[src/rtl/fetch_prefetch_if.sv]
// Instruction-memory read channel between the prefetching fetch stage and memory.
// One outstanding read; mem_rd is held with a stable mem_addr until mem_done.
interface fetch_prefetch_if #(
  parameter int ADDR_W  = 32,
  parameter int INSTR_W = 32
);
  logic               mem_rd;
  logic [ADDR_W-1:0]  mem_addr;
  logic               mem_done;
  logic [INSTR_W-1:0] mem_data;

  modport master (
    output mem_rd, mem_addr,
    input  mem_done, mem_data
  );

  modport slave (
    input  mem_rd, mem_addr,
    output mem_done, mem_data
  );
endinterface

[src/rtl/fetch_prefetch.sv]
// Fetch stage with a DEPTH-entry prefetch queue, flush redirect and interrupt entry.
// state | meaning
// IDLE  | no read outstanding; issue one when the queue has room
// REQ   | read outstanding, result will be pushed into the queue
// DRAIN | read outstanding after flush/interrupt, result is dropped
module fetch_prefetch #(
  parameter int                ADDR_W   = 32,
  parameter int                INSTR_W  = 32,
  parameter int                DEPTH    = 4,
  parameter int                PC_INC   = 4,
  parameter logic [ADDR_W-1:0] RESET_PC = '0
) (
  input  logic               clk,
  input  logic               rst_n,
  input  logic               flush,
  input  logic [ADDR_W-1:0]  in_PC_next,
  input  logic               stall,
  input  logic               INT,
  input  logic [ADDR_W-1:0]  INT_VEC,
  output logic               ACK,
  output logic [ADDR_W-1:0]  epc,
  output logic [INSTR_W-1:0] instr,
  output logic [ADDR_W-1:0]  out_PC,
  output logic [ADDR_W-1:0]  out_PC_next,
  output logic               out_valid,
  fetch_prefetch_if.master   mem
);

  localparam int                PTR_W = $clog2(DEPTH);
  localparam logic [ADDR_W-1:0] INC   = ADDR_W'(PC_INC);
  localparam logic [PTR_W:0]    FULL  = (PTR_W+1)'(DEPTH);

  localparam logic [1:0] S_IDLE  = 2'd0;
  localparam logic [1:0] S_REQ   = 2'd1;
  localparam logic [1:0] S_DRAIN = 2'd2;

  logic [1:0]         state_q, state_d;
  logic [ADDR_W-1:0]  fpc_q, fpc_d;
  logic [ADDR_W-1:0]  addr_q, addr_d;
  logic [ADDR_W-1:0]  epc_q, epc_d;
  logic               ack_q;
  logic               armed_q, armed_d;
  logic [PTR_W-1:0]   head_q, head_d, tail_q, tail_d;
  logic [PTR_W:0]     count_q, count_d;
  logic [INSTR_W-1:0] qi_q [DEPTH];
  logic [ADDR_W-1:0]  qp_q [DEPTH];

  logic rd_active, accept, kill, pop, push, credit;

  assign rd_active = (state_q == S_REQ) || (state_q == S_DRAIN);
  assign accept    = INT & armed_q & ~flush;
  assign kill      = flush | accept;
  assign out_valid = (count_q != '0);
  assign pop       = out_valid & ~stall;
  assign push      = (state_q == S_REQ) & mem.mem_done & ~kill;

  assign mem.mem_rd   = rd_active;
  assign mem.mem_addr = addr_q;

  assign instr       = qi_q[head_q];
  assign out_PC      = qp_q[head_q];
  assign out_PC_next = qp_q[head_q] + INC;
  assign ACK         = ack_q;
  assign epc         = epc_q;

  // Credit is judged on the post-update occupancy so a push never meets a full queue.
  always_comb begin
    head_d  = head_q;
    tail_d  = tail_q;
    count_d = count_q;
    if (kill) begin
      head_d  = '0;
      tail_d  = '0;
      count_d = '0;
    end else begin
      if (pop)  head_d = head_q + PTR_W'(1);
      if (push) tail_d = tail_q + PTR_W'(1);
      if (push && !pop)      count_d = count_q + (PTR_W+1)'(1);
      else if (pop && !push) count_d = count_q - (PTR_W+1)'(1);
    end
    credit = (count_d < FULL);
  end

  always_comb begin
    state_d = state_q;
    addr_d  = addr_q;
    fpc_d   = fpc_q;
    case (state_q)
      S_IDLE: begin
        if (!kill && credit) begin
          state_d = S_REQ;
          addr_d  = fpc_q;
        end
      end
      S_REQ: begin
        if (mem.mem_done) begin
          if (kill) begin
            state_d = S_IDLE;
          end else begin
            fpc_d = addr_q + INC;
            if (credit) addr_d  = addr_q + INC;
            else        state_d = S_IDLE;
          end
        end else if (kill) begin
          state_d = S_DRAIN;
        end
      end
      S_DRAIN: begin
        if (mem.mem_done) state_d = S_IDLE;
      end
      default: state_d = S_IDLE;
    endcase
    if (flush)       fpc_d = in_PC_next;
    else if (accept) fpc_d = INT_VEC;
  end

  always_comb begin
    epc_d   = epc_q;
    armed_d = armed_q;
    if (accept) epc_d = out_valid ? qp_q[head_q] : fpc_q;
    if (!INT)        armed_d = 1'b1;
    else if (accept) armed_d = 1'b0;
  end

  always_ff @(posedge clk or negedge rst_n) begin
    if (!rst_n) begin
      state_q <= S_IDLE;
      fpc_q   <= RESET_PC;
      addr_q  <= '0;
      epc_q   <= '0;
      ack_q   <= 1'b0;
      armed_q <= 1'b1;
      head_q  <= '0;
      tail_q  <= '0;
      count_q <= '0;
    end else begin
      state_q <= state_d;
      fpc_q   <= fpc_d;
      addr_q  <= addr_d;
      epc_q   <= epc_d;
      ack_q   <= accept;
      armed_q <= armed_d;
      head_q  <= head_d;
      tail_q  <= tail_d;
      count_q <= count_d;
    end
  end

  always_ff @(posedge clk) begin
    if (push) begin
      qi_q[tail_q] <= mem.mem_data;
      qp_q[tail_q] <= addr_q;
    end
  end

endmodule

[src/flat_wrapper.sv]
// flat-port wrapper written by rule: the top's interface ports become plain ports
module fetch_prefetch_flat 
#(
  parameter int                ADDR_W   = 32,
  parameter int                INSTR_W  = 32,
  parameter int                DEPTH    = 4,
  parameter int                PC_INC   = 4,
  parameter logic [ADDR_W-1:0] RESET_PC = '0
)
  (clk, rst_n, flush, in_PC_next, stall, INT, INT_VEC, ACK, epc, instr, out_PC, out_PC_next, out_valid, mem_mem_rd, mem_mem_addr, mem_mem_done, mem_mem_data);
  fetch_prefetch_if #(.ADDR_W(ADDR_W), .INSTR_W(INSTR_W)) mem_i ();
  input  logic clk;
  input  logic rst_n;
  input  logic flush;
  input  logic [ADDR_W-1:0] in_PC_next;
  input  logic stall;
  input  logic INT;
  input  logic [ADDR_W-1:0] INT_VEC;
  output logic ACK;
  output logic [ADDR_W-1:0] epc;
  output logic [INSTR_W-1:0] instr;
  output logic [ADDR_W-1:0] out_PC;
  output logic [ADDR_W-1:0] out_PC_next;
  output logic out_valid;
  output wire logic [$bits(mem_i.mem_rd)-1:0] mem_mem_rd;
  output wire logic [$bits(mem_i.mem_addr)-1:0] mem_mem_addr;
  input wire logic [$bits(mem_i.mem_done)-1:0] mem_mem_done;
  input wire logic [$bits(mem_i.mem_data)-1:0] mem_mem_data;
  assign mem_mem_rd = mem_i.mem_rd;
  assign mem_mem_addr = mem_i.mem_addr;
  assign mem_i.mem_done = mem_mem_done;
  assign mem_i.mem_data = mem_mem_data;
  fetch_prefetch #(.ADDR_W(ADDR_W), .INSTR_W(INSTR_W), .DEPTH(DEPTH), .PC_INC(PC_INC), .RESET_PC(RESET_PC)) u_core (.clk(clk), .rst_n(rst_n), .flush(flush), .in_PC_next(in_PC_next), .stall(stall), .INT(INT), .INT_VEC(INT_VEC), .ACK(ACK), .epc(epc), .instr(instr), .out_PC(out_PC), .out_PC_next(out_PC_next), .out_valid(out_valid), .mem(mem_i));
endmodule
[config.mk]
export PLATFORM = sky130hd
export DESIGN_NAME = fetch_prefetch_flat
export DESIGN_NICKNAME = d
export VERILOG_FILES = /design/src/rtl/fetch_prefetch_if.sv /design/src/rtl/fetch_prefetch.sv /design/src/flat_wrapper.sv
export SDC_FILE = /design/constraint.sdc
export NUM_CORES = 1
export LEC_CHECK = 0
export CORE_MARGIN = 5
export CORE_UTILIZATION = 55
export DETAILED_ROUTE_END_ITERATION = 8
export HOLD_SLACK_MARGIN = 0.08
export PLACE_DENSITY = 0.82
export SYNTH_ARGS = -nofsm -noshare
export SYNTH_HDL_FRONTEND = slang
export SYNTH_SLANG_ARGS = --single-unit
[constraint.sdc]
create_clock -name clk -period 5.7 [get_ports clk]
set_input_delay 1.71 -clock clk [delete_from_list [all_inputs] [get_ports clk]]
set_output_delay 1.71 -clock clk [all_outputs]
set_load 0.01 [all_outputs]
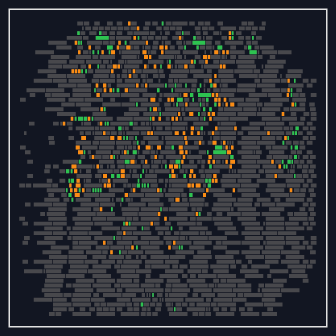
(gate-type map)
colour	family	cells	most used
orange	inverting AOI/OAI gates	185	o21ai_0
green	NAND gates	147	nand2_1
final cell count without fillers: 1777
combinational share of cell area: 0.2591
most frequent standard cell in the layout excluding fill and tap cells: sky130_fd_sc_hd__clkdlybuf4s50_1

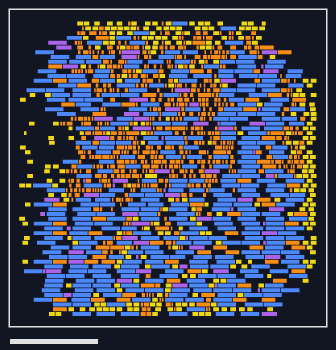
(cell classes on the final placement)
The bar under the picture is 50 um long.
colour	class	cells
yellow	other buffers and delay cells	282
purple	clock drivers and dummy loads	66
blue	flip-flops	363
orange	all other logic	678
area of the core: 28700 um2
total number of placement rows: 62

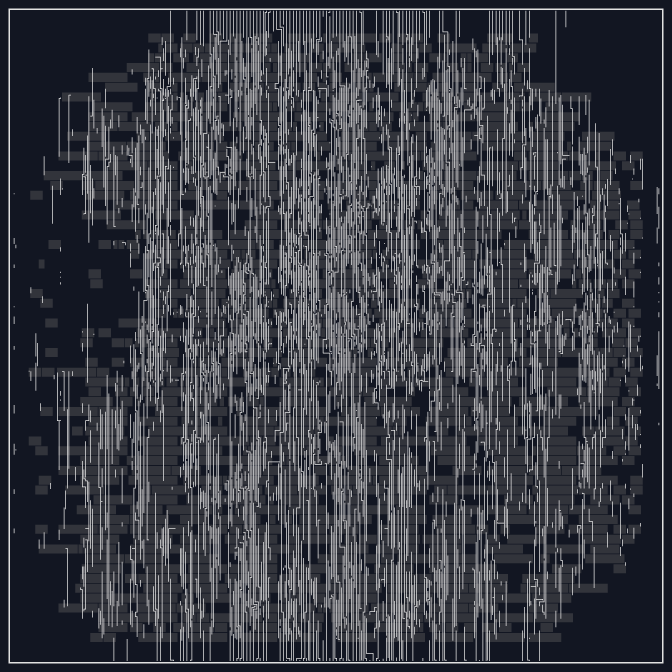
(the metal 2 layer)
Cells faint in the background.
share of all routed wire	50%
nets with wire on the layer	1293
main direction	vertical
wire length on this layer	21.7 mm
longest straight run	89.4 um
total via count after detailed routing: 10.85k
met2 Usage GRT: 0.4369

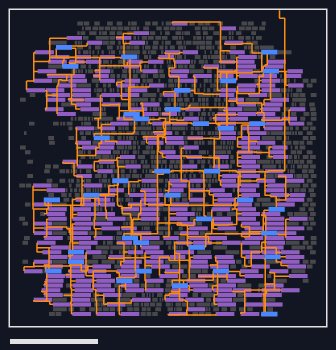
(clock network drawn from the DEF)
The bar under the picture is 50 um long.
[orange] clock wires | length: 3860 um
[blue] cells driving clock nets | count: 36
[purple] flip-flops | count: 363
flops lie	all over the die
Late-Pin Clk Latency: 0.54 ns
fraction of power consumed by the clock network: 0.299
Worst Clk Skew: 0.02487 ns
Clock Power: 0.00247 W

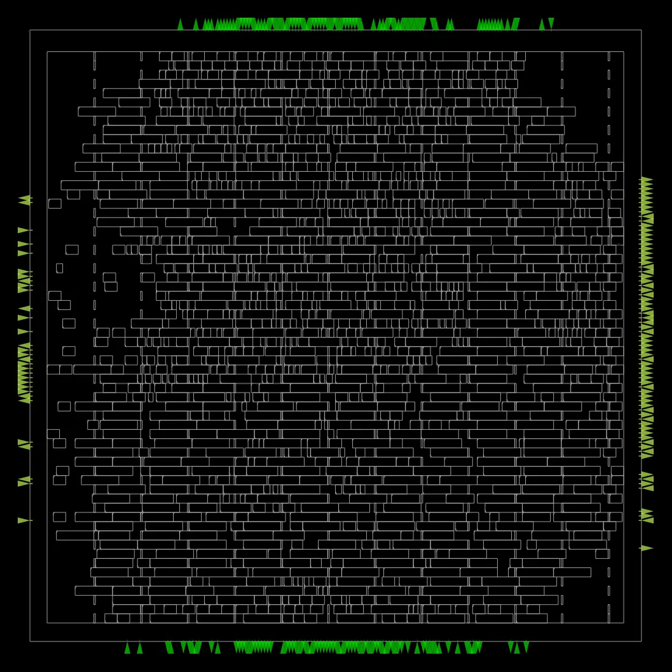
(placed standard cells)
Final Core Density: 0.7038
tap cells: 384
Fillers: 1906
fraction of area in registers: 0.5135
number of sequential cells in the layout: 363

==> impl_results.rst <==
Run summary
-----------

.. list-table::
   :header-rows: 1

   * - Metric
     - Value
   * - Status
     - complete, no violations
   * - Gate family responsible for the most delay along the worst path
     - simple AND/OR/NAND/NOR gates
   * - Startpoint of the most critical hold path
     - u_core.epc[29]$_DFFE_PN0P_
   * - Comb. cell area
     - 5234 um2
   * - Sequential cell area fraction in the yosys report
     - 0.6484
   * - Pwr Density
     - ~400 nW/um2
   * - Final hold vios
     - 0
   * - Series of cell instances along the critical path
     - mux4_2, nand3_2, nor3_4, nand4_2, nor2_1, xor2_1, clkdlybuf4s50_1
   * - Number of diodes added for antenna fixing
     - 4
   * - Worst-margin pin slew
     - 1.073 ns
   * - Cell area after synthesis
     - 15990 um2
   * - Leakage dissipation
     - between 7 and 8 nW
   * - Post-layout minimum cycle time
     - roughly 5.4 ns
   * - Fmax
     - 0.1858 GHz
   * - Pre-Repair DR Iteration Count
     - 5
   * - Startpoint of the worst register-to-register path
     - u_core.armed_q$_DFFE_PN1P_
   * - Library cell contributing the largest single delay on the critical path
     - sky130_fd_sc_hd__dfrtp_4
   * - Final period utilization
     - 0.9445
   * - HPWL after detailed placement
     - 28210 um
   * - Area Growth Syn to Fin
     - 26.37%
   * - Number of flip-flops and latches in the synthesized netlist
     - 363
   * - Clock root buffer
     - sky130_fd_sc_hd__clkbuf_16
   * - Required arrival time at the worst endpoint
     - 3.99 ns
   * - Total cells reported by yosys after synthesis
     - 1111
   * - Number of nets with antenna violations after detailed routing
     - 0
   * - Global-route total usage across every layer
     - 0.2625
   * - Post-cts hold buffer count
     - 0
   * - Crit Path Max Fanout
     - 33
   * - R2R cell count
     - 12
   * - Setup repair after global routing missed its margin
     - false
   * - Number of non-clock inverters in the layout
     - 18
   * - Clk sink count
     - roughly 360
   * - Most numerous logic cells after layout
     - sky130_fd_sc_hd__clkdlybuf4s50_1 (262), sky130_fd_sc_hd__edfxtp_1 (256), sky130_fd_sc_hd__dfrtp_1 (104)
   * - Overall die width
     - 180.5 um
   * - Xor and xnor area share after synthesis
     - 0.03178
   * - Buffer share of cell area
     - 0.1377
   * - Hold slack final
     - 0.4790 ns
   * - Area fraction in full adders, half adders and majority gates
     - 0.01096
   * - Capture instance of the worst register-to-register path
     - u_core.mem.mem_addr[25]$_DFFE_PN0P_
   * - Largest net degree at the start of global routing
     - approximately 65
   * - Worst-case headroom to the max-slew limit
     - 0.2846
   * - Share of flip-flops with an asynchronous set or reset
     - 0.2948
   * - Clock buf count
     - 47
   * - YS chip area
     - 15990 um2
   * - Post-route setup TNS
     - 0 ns
   * - Cell depth of the worst min-delay path
     - 2
   * - CTS H-tree lvls
     - 2
   * - Start-to-end type of the worst setup path
     - reg -> out
   * - Max Transition Viols Final
     - 0
   * - Area used by sequential logic in the layout
     - 10370 um2
   * - Antenna violations before repair
     - 4
   * - Net count reported at finish
     - 1477
   * - Clock edge transition at the registers on the reported setup and hold paths
     - 0.06 ns
   * - Clock-cell share
     - 0.06206
   * - Dominant cells by area after synthesis
     - sky130_fd_sc_hd__edfxtp_1 (48%), sky130_fd_sc_hd__dfrtp_1 (17%), sky130_fd_sc_hd__mux4_2 (9.0%)
   * - Final-report setup violation count
     - 0
   * - Smallest setup slack after layout
     - 0.3165 ns
   * - Max-capacitance violation count
     - 0
   * - Top non-seq family
     - multiplexers
   * - Final routed wire length divided by cell count
     - ~25 um
   * - Number of flops mapped to enable cells by yosys
     - 256
   * - Y dimension of the die
     - 180.5 um
   * - Nets in the synthesized netlist
     - around 1.2k
   * - Kind of start point of the critical path
     - flop
   * - Worst-case hold path end point
     - u_core.epc[29]$_DFFE_PN0P_
   * - Number of placed I/O pins
     - 265
   * - Largest area contributor in the synthesized netlist
     - sky130_fd_sc_hd__edfxtp_1
   * - Fraction of layout instances using a drive strength above 1
     - 0.1281
   * - Non-clock buffers
     - between 200 and 300
   * - Max Root-Sink Buffers
     - 3
   * - Min-delay worst type
     - reg -> reg
   * - Placer congestion estimate
     - roughly 0.85
   * - Number of multi-input combinational cells
     - 660
   * - Compound Share, Synth
     - 0.07443
   * - Largest area class, layout
     - registers
   * - Count of distinct cell types in the synthesized netlist
     - between 60 and 70
   * - Most instantiated cells after synthesis
     - sky130_fd_sc_hd__edfxtp_1 (256), sky130_fd_sc_hd__dfrtp_1 (106), sky130_fd_sc_hd__nand2_1 (95), sky130_fd_sc_hd__nor2_1 (74), sky130_fd_sc_hd__o21ai_0 (70)
   * - Dpl ws
     - between 0.1 and 0.15 ns
   * - Iteration-0 DRC count of the detailed router
     - 1279
   * - Total length of routed wires
     - 43620 um
   * - CTS Buf Count
     - 36
   * - CP arrival
     - 3.67 ns
   * - Number of global-route vias before repair
     - 10.76k
   * - Worst setup path startpoint
     - u_core.head_q[1]$_DFFE_PN0P_
   * - Path length in cells of the critical path
     - 7
   * - Area of the die
     - 32580 um2
   * - Share of Yosys cell area claimed by the top area cell type
     - 0.4809
   * - Category of the worst setup path capture point
     - output port
   * - Sum of buffers and inverters on the critical path
     - 1
   * - Leading cell type by number of instances after synthesis
     - sky130_fd_sc_hd__edfxtp_1
   * - Clock tree from TritonCTS
     - yes
   * - Setup slack, reg-to-reg
     - around 1.8 ns
   * - Tool warning count
     - 34
   * - Number of placed instances with taps included
     - 1706
   * - Yosys warning tally
     - 0
   * - Worst stage delay on the critical path
     - 0.80 ns
   * - First-pass GRT wire length
     - about 66000 um
   * - Basic-gate share of the synthesized area counting and, or, nand and nor cells
     - 0.09126
   * - IR Drop Worst-Case VDD
     - 0.1969 mV
   * - Core utilization at floorplan
     - 0.5570
   * - Post-synthesis area per instance
     - 14.39 um2
   * - Postcts setup bufs
     - 0
   * - Number of port buffers
     - 264
   * - Number of instances in the synthesized netlist
     - 1111
   * - Endpoint of the most critical setup path
     - out_PC_next[27]
   * - Total DRC errors in the routed layout
     - 0
   * - Post-synthesis mux area share
     - 0.1172
   * - Leading register cell type out of synthesis
     - sky130_fd_sc_hd__edfxtp_1
   * - Registers with the highest flip-flop counts
     - u_core.qi_q: 128 flops, u_core.qp_q: 128 flops
   * - Drt via density
     - 6.105
   * - Gates resized, CTS repair
     - 0
   * - Total gr overflow
     - 0
## metal layers
metal | GRT usage | up-vias | share of wire | wire length (um)
met5 | 0 | - | 0 | 0
met4 | 0.08590 | 0 | 0.032 | 1382
met3 | 0.05450 | 96 | 0.088 | 3825
met2 | 0.4369 | 635 | 0.50 | 21740
met1 | 0.3506 | 5403 | 0.38 | 16670
li1 | - | 4714 | - | -
## report_power, final
| part | total, W | switching [W] | internal (W) |
|---|---|---|---|
| sequential | 0.00370 | 0.000433 | 0.00327 |
| combinational | 0.00208 | 0.00106 | 0.00102 |
| clock | 0.00247 | 0.000992 | 0.00147 |
## per-stage QoR
stage	cell area [um2]	power, W
after detailed placement	18920	0.005799
final	20200	0.008251
after CTS	20170	0.008256
after floorplan	15990	0.004700
after global placement	18920	0.005716
after global routing	20200	0.008583
Power is estimated from default activity; no workload was simulated.
